==> src/rtl/seletor_alvo_if.sv <==
// Control-unit <-> target-selector bundle: request/candidate inputs and the
// selection result going back to the action datapath.
interface seletor_alvo_if #(
  parameter int N_JOG = 5,
  parameter int W_JOG = 3
);
  logic             pedir_escolha;
  logic [W_JOG-1:0] jogador_atual;
  logic             proibe_atual;
  logic [N_JOG-1:0] mortes;
  logic             botao_prox;
  logic             botao_confirma;
  logic [W_JOG-1:0] jogador_escolhido;
  logic             escolha_pronta;
  logic             escolha_timeout;
  logic             sem_alvo;
  logic             ocupado;
  logic [1:0]       db_estado;

  modport master (
    output pedir_escolha, jogador_atual, proibe_atual, mortes, botao_prox, botao_confirma,
    input  jogador_escolhido, escolha_pronta, escolha_timeout, sem_alvo, ocupado, db_estado
  );

  modport slave (
    input  pedir_escolha, jogador_atual, proibe_atual, mortes, botao_prox, botao_confirma,
    output jogador_escolhido, escolha_pronta, escolha_timeout, sem_alvo, ocupado, db_estado
  );
endinterface

==> src/rtl/seletor_alvo.sv <==
// Target selector: walks living candidates on "next", completes on "confirm",
// on timeout, or when no valid candidate exists.
module seletor_alvo #(
  parameter int N_JOG   = 5,
  parameter int W_JOG   = 3,
  parameter int TIMEOUT = 1000,
  parameter int W_TO    = 10
) (
  input  logic         clock,
  input  logic         rst_global_n,
  seletor_alvo_if.slave bus
);
  localparam int W_PR = $clog2(N_JOG + 1);

  typedef enum logic [1:0] {
    OCIOSO = 2'b00,
    BUSCA  = 2'b01,
    ESPERA = 2'b10,
    FIM    = 2'b11
  } estado_t;

  estado_t          r_estado, w_estado;
  logic [W_JOG-1:0] r_cand, w_cand, w_cand_inc;
  logic [W_PR-1:0]  r_probes, w_probes;
  logic [W_TO-1:0]  r_to, w_to;
  logic             r_prox_ant, r_conf_ant;
  logic             r_flag_to, r_flag_sa, w_flag_to, w_flag_sa;
  logic             w_ed_prox, w_ed_conf, w_valido;

  // Edge history runs in every state so a button held on entry to ESPERA is not an edge.
  assign w_ed_prox  = bus.botao_prox & ~r_prox_ant;
  assign w_ed_conf  = bus.botao_confirma & ~r_conf_ant;
  assign w_valido   = !bus.mortes[r_cand] && !(bus.proibe_atual && (r_cand == bus.jogador_atual));
  assign w_cand_inc = (r_cand == W_JOG'(N_JOG - 1)) ? '0 : r_cand + 1'b1;

  always_ff @(posedge clock or negedge rst_global_n) begin
    if (!rst_global_n) begin
      r_estado   <= OCIOSO;
      r_cand     <= '0;
      r_probes   <= '0;
      r_to       <= '0;
      r_prox_ant <= 1'b0;
      r_conf_ant <= 1'b0;
      r_flag_to  <= 1'b0;
      r_flag_sa  <= 1'b0;
    end else begin
      r_estado   <= w_estado;
      r_cand     <= w_cand;
      r_probes   <= w_probes;
      r_to       <= w_to;
      r_prox_ant <= bus.botao_prox;
      r_conf_ant <= bus.botao_confirma;
      r_flag_to  <= w_flag_to;
      r_flag_sa  <= w_flag_sa;
    end
  end

  always_comb begin
    w_estado  = r_estado;
    w_cand    = r_cand;
    w_probes  = r_probes;
    w_to      = r_to;
    w_flag_to = r_flag_to;
    w_flag_sa = r_flag_sa;
    case (r_estado)
      OCIOSO: begin
        if (bus.pedir_escolha) begin
          w_cand   = '0;
          w_probes = '0;
          w_estado = BUSCA;
        end
      end
      BUSCA: begin
        // A full lap of misses means nobody is targetable.
        if (r_probes == W_PR'(N_JOG)) begin
          w_flag_sa = 1'b1;
          w_estado  = FIM;
        end else if (w_valido) begin
          w_to     = '0;
          w_estado = ESPERA;
        end else begin
          w_cand   = w_cand_inc;
          w_probes = r_probes + 1'b1;
        end
      end
      ESPERA: begin
        if (w_ed_conf) begin
          w_estado = FIM;
        end else if (w_ed_prox) begin
          w_cand   = w_cand_inc;
          w_probes = '0;
          w_estado = BUSCA;
        end else if (!w_valido) begin
          w_probes = '0;
          w_estado = BUSCA;
        end else if (r_to == W_TO'(TIMEOUT - 1)) begin
          w_flag_to = 1'b1;
          w_estado  = FIM;
        end else begin
          w_to = r_to + 1'b1;
        end
      end
      FIM: begin
        w_flag_to = 1'b0;
        w_flag_sa = 1'b0;
        w_estado  = OCIOSO;
      end
      default: w_estado = OCIOSO;
    endcase
  end

  assign bus.jogador_escolhido = r_cand;
  assign bus.escolha_pronta    = (r_estado == FIM);
  assign bus.escolha_timeout   = r_flag_to;
  assign bus.sem_alvo          = r_flag_sa;
  assign bus.ocupado           = (r_estado != OCIOSO);
  assign bus.db_estado         = r_estado;
endmodule
==> src/flat_wrapper.sv <==
// flat-port wrapper written by rule: the top's interface ports become plain ports
module seletor_alvo_flat 
#(
  parameter int N_JOG   = 5,
  parameter int W_JOG   = 3,
  parameter int TIMEOUT = 1000,
  parameter int W_TO    = 10
)
  (clock, rst_global_n, bus_pedir_escolha, bus_jogador_atual, bus_proibe_atual, bus_mortes, bus_botao_prox, bus_botao_confirma, bus_jogador_escolhido, bus_escolha_pronta, bus_escolha_timeout, bus_sem_alvo, bus_ocupado, bus_db_estado);
  seletor_alvo_if #(.N_JOG(N_JOG), .W_JOG(W_JOG)) bus_i ();
  input  logic clock;
  input  logic rst_global_n;
  input wire logic [$bits(bus_i.pedir_escolha)-1:0] bus_pedir_escolha;
  input wire logic [$bits(bus_i.jogador_atual)-1:0] bus_jogador_atual;
  input wire logic [$bits(bus_i.proibe_atual)-1:0] bus_proibe_atual;
  input wire logic [$bits(bus_i.mortes)-1:0] bus_mortes;
  input wire logic [$bits(bus_i.botao_prox)-1:0] bus_botao_prox;
  input wire logic [$bits(bus_i.botao_confirma)-1:0] bus_botao_confirma;
  output wire logic [$bits(bus_i.jogador_escolhido)-1:0] bus_jogador_escolhido;
  output wire logic [$bits(bus_i.escolha_pronta)-1:0] bus_escolha_pronta;
  output wire logic [$bits(bus_i.escolha_timeout)-1:0] bus_escolha_timeout;
  output wire logic [$bits(bus_i.sem_alvo)-1:0] bus_sem_alvo;
  output wire logic [$bits(bus_i.ocupado)-1:0] bus_ocupado;
  output wire logic [$bits(bus_i.db_estado)-1:0] bus_db_estado;
  assign bus_i.pedir_escolha = bus_pedir_escolha;
  assign bus_i.jogador_atual = bus_jogador_atual;
  assign bus_i.proibe_atual = bus_proibe_atual;
  assign bus_i.mortes = bus_mortes;
  assign bus_i.botao_prox = bus_botao_prox;
  assign bus_i.botao_confirma = bus_botao_confirma;
  assign bus_jogador_escolhido = bus_i.jogador_escolhido;
  assign bus_escolha_pronta = bus_i.escolha_pronta;
  assign bus_escolha_timeout = bus_i.escolha_timeout;
  assign bus_sem_alvo = bus_i.sem_alvo;
  assign bus_ocupado = bus_i.ocupado;
  assign bus_db_estado = bus_i.db_estado;
  seletor_alvo #(.N_JOG(N_JOG), .W_JOG(W_JOG), .TIMEOUT(TIMEOUT), .W_TO(W_TO)) u_core (.clock(clock), .rst_global_n(rst_global_n), .bus(bus_i));
endmodule
==> config.mk <==
export PLATFORM = sky130hd
export DESIGN_NAME = seletor_alvo_flat
export DESIGN_NICKNAME = d
export VERILOG_FILES = /design/src/rtl/seletor_alvo_if.sv /design/src/rtl/seletor_alvo.sv /design/src/flat_wrapper.sv
export SDC_FILE = /design/constraint.sdc
export NUM_CORES = 1
export LEC_CHECK = 0
export ABC_AREA = 1
export CORE_AREA = 2 2 63 65
export CTS_CLUSTER_SIZE = 30
export DETAILED_ROUTE_END_ITERATION = 12
export DIE_AREA = 0 0 65 67
export PLACE_DENSITY = 0.68
export SYNTH_ARGS = -nofsm -noshare
export SYNTH_HDL_FRONTEND = slang
export SYNTH_SLANG_ARGS = --single-unit
==> constraint.sdc <==
create_clock -name clock -period 1.65 [get_ports clock]
set_clock_uncertainty 0.1 [all_clocks]
set_input_delay 0.4125 -clock clock [delete_from_list [all_inputs] [get_ports clock]]
set_output_delay 0.4125 -clock clock [all_outputs]
set_load 0.01 [all_outputs]
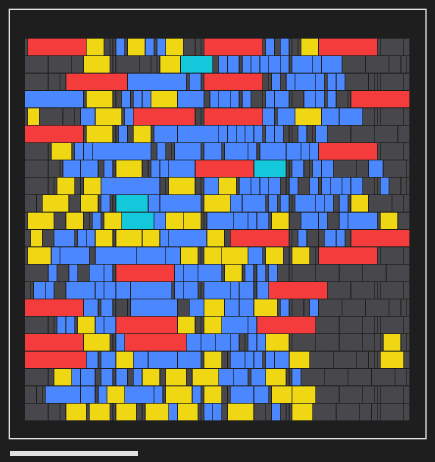
class_map.png
Bar = 20 um. Fill, decap, tap and diode cells in gray.
yellow -> remaining buffers and delay cells  # cells 71, share of their area 25%
blue -> remaining logic cells  # cells 200, share of their area 50%
red -> registers  # cells 22, share of their area 23%
cyan -> clock drivers and dummy loads  # cells 4, share of their area 2.2%

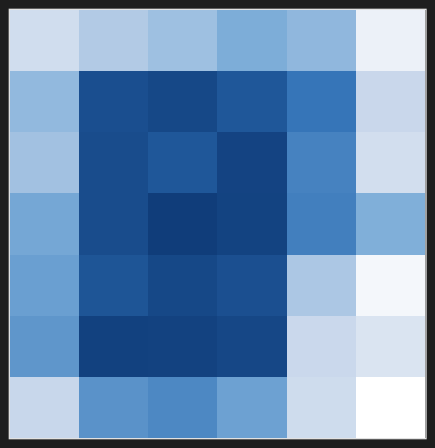
util_map.png
6 x 7 tiles, from white (low) to dark blue (high), 0 to 100% covered.
emptiest ninth of the die = lower right
densest ninth of the die = center
nearly empty tiles = 2.4%
fullest tile = 95%

==> changes_impl.md <==
### Physical design

* Distinct cells, synth at 32
* Crit end category: flip-flop
* # IOs at 23
* Top Metal Used: met4
* Flop area at 557 um2
* CP max-delay cell: dfrtp_2
* Fmax achieved at ~0.56 GHz
* Wire per inst at around 14 um
* Outcome: finished with violations
* R2R Path Start: u_core.bus.jogador_escolhido[0]
* CTS H-Tree Depth at 1
* Switching Fraction at roughly 45%
* Dominant flop cell: dfrtp_1
* Final Cell Area at approximately 2500 um2
* OpenROAD warning count at 33
* DR vias/cell at 5.19
* Flops after synth at 22
* Final setup violation count at 18
* PD cells at 1650 nW/um2
* Worst skew pair latency at between 0.2 and 0.3 ns
* GR peak layer: met2
* Placed Area at between 2000 and 2500 um2
* Die Wd at 65 um
* Reg clk slew, reported paths at 0.09 ns
* Ratio of cells with drive above 1 in the final layout at 39.7%
* Buffer share of cell area at 24.6%
* Biggest Area Class: multi-input combinational cells
* Root Driver: clkbuf_8
* Setup bufs post-CTS at 13
* Count of library flops with an enable pin at 0
* Net count after synthesis at 248
* Top cells excl fill/tap: nand2_1 (60), buf_4 (34), inv_1 (23)
* Logic share of the area at 44.0%
* CP Cell Sequence: inv_4 > nand2_2 > nand3_2 > nand2_2 > nand2_4 > nand3_4 > a21oi_4 > buf_6 > nand3_1 > nand2_1
* Worst slew pin tran at 0.309 ns
* Pleak at 1.27 nW
* Max-cap violations at 0
* CTS max path bufs at 2
* R2R Path End: u_core.r_to[4]
* Xor+xnor area frac at under 10%
* Synth-to-Final Area Change at 60.3%
* Tapcells at 48
* Port Buffers at 22
* Violated checks: negative setup slack
* CTS tree: yes
* Final worst slack at -0.146 ns
* Final Hold Violation Tally at 0
* Grt total ovfl at 0
* Delay-heaviest family, CP: simple AND/OR/NAND/NOR gates
* Critical path type: reg -> reg
* Comb. pwr at 3.01 mW
* Pin count of the biggest net entering global routing at 23
* DRC Markers at 0
* Placed Instances at around 320
* Mux share at 0%
* Total track usage at a little over a fifth
* Via Count at between 1,500 and 2,000
* NumNets Final at 321
* CP Buf/Inv Count at 2
* Drt pass-1 iters at 4
* Clock power frac at 9.9%
* Synth warn at 0
* Post-Route WL at 4910 um
* VDD IR-drop max at 1100 uV
* Power Internal at approximately 2.3 mW
* Combinational Area at 1110 um2
* Period Utilization, post-route at 109%
* Registers at 22
* Cells on worst reg2reg path at 10
* Utilization after layout at 70.1%
## synthesized netlist by cell type (2+ instances only)
cell,instances,area share [%]
ha_1,9,7.1
nand4_1,5,2.0
nand2_1,75,18
dfrtp_1,22,35
o21ai_1,3,0.95
nor2_2,2,0.79
nand3b_1,2,0.95
inv_2,3,0.71
nand3_2,3,1.9
or2_2,3,1.2
nor2_1,19,4.5
nor3_1,5,1.6
nand2_2,3,1.2
inv_1,27,6.4
nand3_1,22,7.0
xor2_1,3,1.7
o21ai_0,4,1.3
## sequential cells by signal, indices dropped and copies added (netlist names)
name,count
u_core.r_to,10
u_core.r_prox_ant,1
u_core.r_conf_ant,1
u_core.bus.escolha_timeout,1
u_core.bus.db_estado,2
u_core.r_probes,3
u_core.bus.sem_alvo,1
u_core.bus.jogador_escolhido,3
Power is estimated from default activity; no workload was simulated.
